Design fifo_wr_ctrl_flat, sky130hd; sources not shown.
### Placed standard cells, run 1

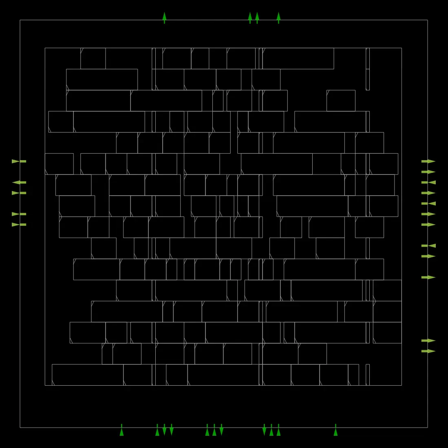
FILL cells: 143
Well Taps: 27
Final Util: 0.7238
flop share of the area: 0.2936
flop count: 17

### Floorplan with the power grid, run 1

(10 px per um) Pins as bars on the die edge.
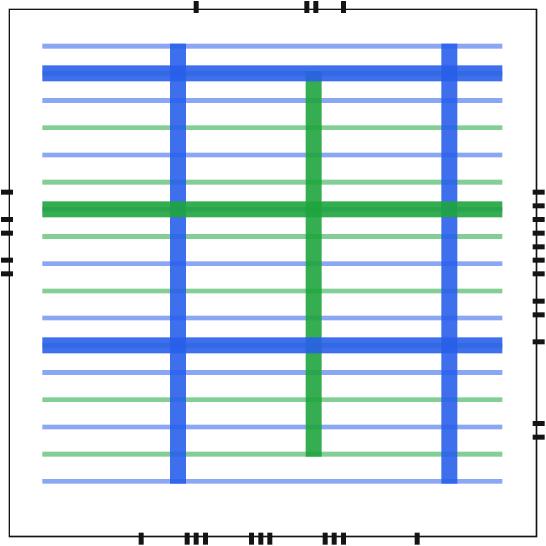
blue -> VSS
green -> VDD
met4 straps = 3
met5 straps = 3
met1 rails = 17
VDD IR max: 0.0006636 V
Core Box Area: 0.002002 mm2

### Sequential cells coloured by netlist name, run 1

(8 px per um) Other sequential cells in the stronger grey, the rest of the logic in the fainter grey.
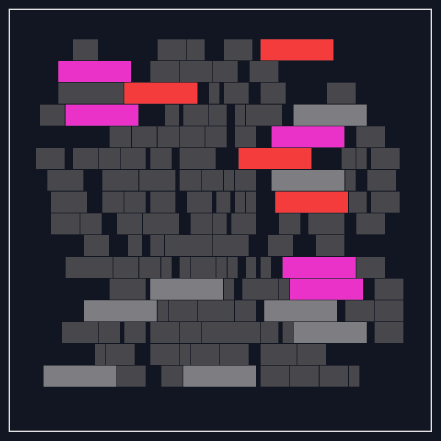
magenta -> `u_core.bus.wPTR`  # sequential cells 5
red -> `u_core.wbin`  # sequential cells 4
not coloured = 8
Seq. cell area: 425.4 um2
Seq group: 364 uW

### Cells by drive strength, run 1

(6 px per um)
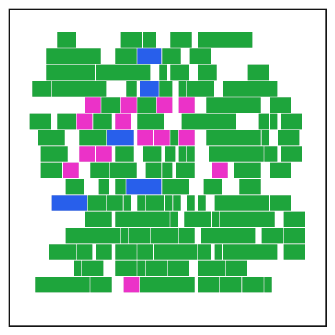
green -> drive 1 or less  # cells 114, share 86%, most used clkdlybuf4s50_1
blue -> drive 2  # cells 5, share 3.8%, most used xnor2_2
magenta -> drive 3 to 4  # cells 14, share 11%, most used buf_4
Area growth, synth to finish: 48.46%
setup slack after layout: 0.2883 ns
post-route cell area: 0.001449 mm2
Signal buffers: 42

==> reports/metrics.yaml, run 1 <==
postRouteAntennaNets: 0
max_stage_delay_ns: 0.49
lay_top_cells: "clkdlybuf4s50_1 (27), dfrtp_1 (17), inv_1 (13)"
startpoint_type: "input pin"
die_x_um: 52.57
worst_slew_pin_slew_ns: 0.6399
worstSetupEndpointType: "register"
cts_hold_buf: 0
hold_ws_ns: 0.5309
critical_path_arrival_ns: 3.41
fin_cells: 160
finalClockPeriodUsage: 0.9176
ys_seq_frac: 0.4359
drv_slew: 0
layout-drive-gt1-share: 0.1429
io_buffers: 31
p_leak_uw: 0.0007327
rsz0062_at_grt: "false"
cts_tree: "built"
synth_flops: 17
top_cells_by_count: "dfrtp_1 (17), inv_1 (13), ha_1 (11), xnor2_1 (11), xor2_1 (8)"
drv_cap: 0
synth.distinct_cells: 19
cp_max_fo: 2
ff_type: "dfrtp_1"
cp_slowest_cell: "clkdlybuf4s50_1"
antenna_cells: 0
routedWlPerCell_um: 12.23
synthArstFlopShare: 1.000
r2r_setup_slack_ns: 0.85
syn-mean-instance-area_um2: 11.22
lay_top_count: "clkdlybuf4s50_1"
relSlewSlack: 0.5729
log.warning_count: 26
postSynthNetCount: 113
remaining_drc_errors: 0
clock_latency_ns: 0.30
synth_top_area_share: 0.4359
clk_pin_slew_ns: 0.10
vias_per_cell: 4.631
r2r_cells: 11
syn_area_um2: 975.9
hold_viol: 0
worstPathRequired_ns: 3.70
netlist.top_cell.by_area: "dfrtp_1"
critPathBufInv: 2
post-dp-hpwl_um: 1588
syn_inst: 87
gp_congestion: 0.8139
synth_stat.cells: 87
grt_pass1_vias: 742
cpLargestDelayFamily: "adder cells"
io_pins: 32
dp_cells: 155
p_per_area_mw_per_mm2: 1055
total_power_uw: 1529
holdPathStages: 2
grt-ovfl-total: 0
routed.top_layer: "met4"
drt_wl_total_um: 1956
htree_levels: 1
status: "finished clean"
max_freq_mhz: 311.4
dr.first_iter.drc_count: 6
comb_area_um2: 516.7
fp_util: 0.4875
dr_wl_met2_um: 1053
fin_crit_ns: 3.212
fin_nets: 160
edf_count: 0
track_usage: 0.1707
die_area_mm2: 0.002764
clock_skew_ns: 0.001108
grt_pass1_wl_um: 3318
ys_warn_count: 0
vias: 741
crit_chain: "clkdlybuf4s50_1 > xor2_1 > xor2_1 > xnor2_1 > ha_1 > fa_1 > inv_1 > ha_1 > a21o_1 > a21o_1 > a21o_1 > a21o_1"
worstSetupPathDepth: 12
holdCritPathClass: "reg2reg"
crit_top_cell: "a21o_1"
dieHeight_um: 52.57
setup_viol: 0
num_rows: 16
cts_buffers: 3
ys_area_um2: 975.9
## run 1: tightest hold or removal path, delay by kind of cell, from the launching register on
kind               cells  cell delay (ns)
AOI/OAI and AO/OA      1             0.07
DFF                    1             0.37
and+or+nand+nor        1             0.05
## run 1: area by class of cell
cell class / instances / share of cell area
inverters: 13 / 0.03368
multi-input cells: 57 / 0.3566
clock buffers: 4 / 0.01813
well taps: 27 / 0.02332
repair buffers: 42 / 0.2746
flip-flops and latches: 17 / 0.2936
## run 1: cell families (layout without fill, tap and decap cells)
| kind of cell | count (synthesis) | in the layout | synth area share |
|---|---|---|---|
| compound gates | 12 | 12 | 0.08204 |
| simple gates | 12 | 12 | 0.06538 |
| flops | 17 | 17 | 0.4359 |
| buf+inv | 13 | 59 | 0.05000 |
| mux | 1 | 1 | 0.01154 |
| xor+xnor | 20 | 20 | 0.1936 |
| fa+ha+maj | 12 | 12 | 0.1615 |
## run 1: per-stage QoR
step / area, um2 / utilization / setup TNS, ns
2_1_floorplan: 975.9 / - / 0
3_3_place_gp: 1395 / 0.6969 / -0.1690
3_5_place_dp: 1395 / 0.6969 / -0.2507
4_1_cts: 1421 / 0.7100 / 0
5_1_grt: 1449 / 0.7238 / 0
6_report: 1449 / 0.7238 / 0
## run 1: repair_timing
| action | 4_1_cts | 5_1_grt |
|---|---|---|
| setup endpoints to repair | 0 | 1 |
| gates resized | 0 | 4 |
| setup buffers | 0 | 1 |
## run 1: report_power, final
group | switching, uW | internal, uW | total [uW]
combinational | 477 | 578 | 1060
sequential | 59.1 | 305 | 364
clock | 65.1 | 44.5 | 110
## run 1: routing by layer
layer / GRT usage / vias up
met2: 0.2975 / 20
li1: - / 372
met4: 0.07660 / 0
met3: 0.01994 / 2
met1: 0.1953 / 347
met5: - / -
==> inputs of run 2 (changes only) <==
ABC_CLOCK_PERIOD_IN_PS = 3500   (was unset)
### Placed standard cells, run 2

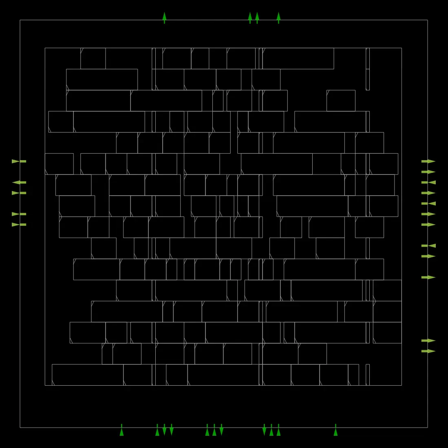
fin cells: 160
Rows: 16

### Cells by drive strength, run 2

(6 px per um)
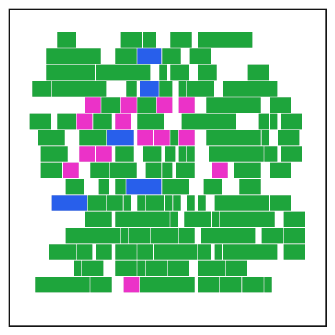
magenta -> drive 3 to 4  # cells 14, share 11%, most used buf_4
green -> drive 1 or less  # cells 114, share 86%, most used clkdlybuf4s50_1
blue -> drive 2  # cells 5, share 3.8%, most used xnor2_2

==> run 2 against run 1 <==
  * Synthesized area is the same
  * Cell count is the same
  * Sequential cell count is the same
  * Synthesized cell count is the same
  * Register-to-register slack is essentially flat
  * Sequential power is essentially flat
  * Largest power group unchanged
  * Highest routed layer unchanged
==> reports/metrics.yaml, run 2 <==
clock_skew_ns: 0.001108
r2r_setup_slack_ns: 0.85
critical_path_arrival_ns: 3.41
ir_drop_v: 0.0006636
worstPathRequired_ns: 3.70
finalClockPeriodUsage: 0.9176
setup_ws_ns: 0.2883
clock_latency_ns: 0.30
synth_top_area_share: 0.4359
dr.first_iter.drc_count: 6
power.internal_uw: 927.6
grt_pass1_vias: 742
p_leak_uw: 0.0007327
setup_tns_ns: 0
place_area_mm2: 0.001395
cts_buffers: 3
seqPwrFrac: 0.238
drt_wl_total_um: 1956
setup_viol: 0
cts_hold_buf: 0
hold_ws_ns: 0.5309
startpoint_type: "input pin"
layout-drive-gt1-share: 0.1429
synthArstFlopShare: 1.000
synth.distinct_cells: 19
utilization: 0.7238
clk_pin_slew_ns: 0.10
ys_area_um2: 975.9
core_region_area_mm2: 0.002002
switching_share: 0.3934
drv_slew: 0
top_usage_layer: "met2"
htree_levels: 1
routedWlPerCell_um: 12.23
r2r_cells: 11
io_buffers: 31
cp_max_fo: 2
relSlewSlack: 0.5729
worstSetupEndpointType: "register"
die_x_um: 52.57
grt_use_met3: 0.01994
vias: 741
remaining_drc_errors: 0
power_switching_uw: 601.7
io_pins: 32
holdCritPathClass: "reg2reg"
holdPathStages: 2
postSynthNetCount: 113
total_power_uw: 1529
syn-mean-instance-area_um2: 11.22
design_area_mm2: 0.001449
ys_warn_count: 0
lay_top_cells: "clkdlybuf4s50_1 (27), dfrtp_1 (17), inv_1 (13)"
hold_viol: 0
antenna_cells: 0
synth_stat.cells: 87
dp_cells: 155
die_area_mm2: 0.002764
max_freq_mhz: 311.4
p_per_area_mw_per_mm2: 1055
rsz0062_at_grt: "false"
ys_seq_frac: 0.4359
fill_cells: 143
top_cells_by_count: "dfrtp_1 (17), inv_1 (13), ha_1 (11), xnor2_1 (11), xor2_1 (8)"
use_met1: 0.1953
status: "finished clean"
==> run 2: cell counts after synthesis <==
No cell type changed its count.
==> run 2: power by group through the flow <==
stage                     combinational, uW  clock, uW  sequential [uW]
after detailed placement               1030          0              369
after global placement                  989          0              366
after global routing                   1180        121              379
after floorplan                         590          0              417
final                                  1060        110              364
after CTS                              1040        107              365
==> run 2: metal layers <==
metal | wire length (um) | vias up
met5 | 0 | -
met4 | 29 | 0
met3 | 95 | 2
met2 | 1053 | 20
met1 | 778 | 347
li1 | - | 372
==> run 2: worst max-delay path, stage by stage <==
cell and delay [ns]:
clkdlybuf4s50_1 0.49, xor2_1 0.22, xor2_1 0.25, xnor2_1 0.10, ha_1 0.21, fa_1 0.49
inv_1 0.05, ha_1 0.26, a21o_1 0.16, a21o_1 0.17, a21o_1 0.16, a21o_1 0.16
==> run 2: repair_timing <==
action                     4_1_cts  5_1_grt
setup buffers                    0        1
resized                          0        4
setup endpoints to repair        0        1
==> run 2: area by class of cell <==
class	count	area [um2]	area share
Sequential cell	17	425.4	0.2936
Multi-Input combinational cell	57	516.7	0.3566
Timing Repair Buffer	42	397.9	0.2746
Tap cell	27	33.78	0.02332
Inverter	13	48.80	0.03368
Clock buffer	4	26.28	0.01813
==> run 2: cell families (layout without fill, tap and decap cells) <==
family                     Yosys count  count (layout)  synth area share
xor gates and xnor gates            20              20            0.1936
muxes                                1               1           0.01154
and+or+nand+nor                     12              12           0.06538
DFF                                 17              17            0.4359
AOI/OAI and AO/OA                   12              12           0.08204
adders and majority gates           12              12            0.1615
buffers and inverters               13              59           0.05000
Power figures rest on the tool's default switching activity, not on a simulated workload.
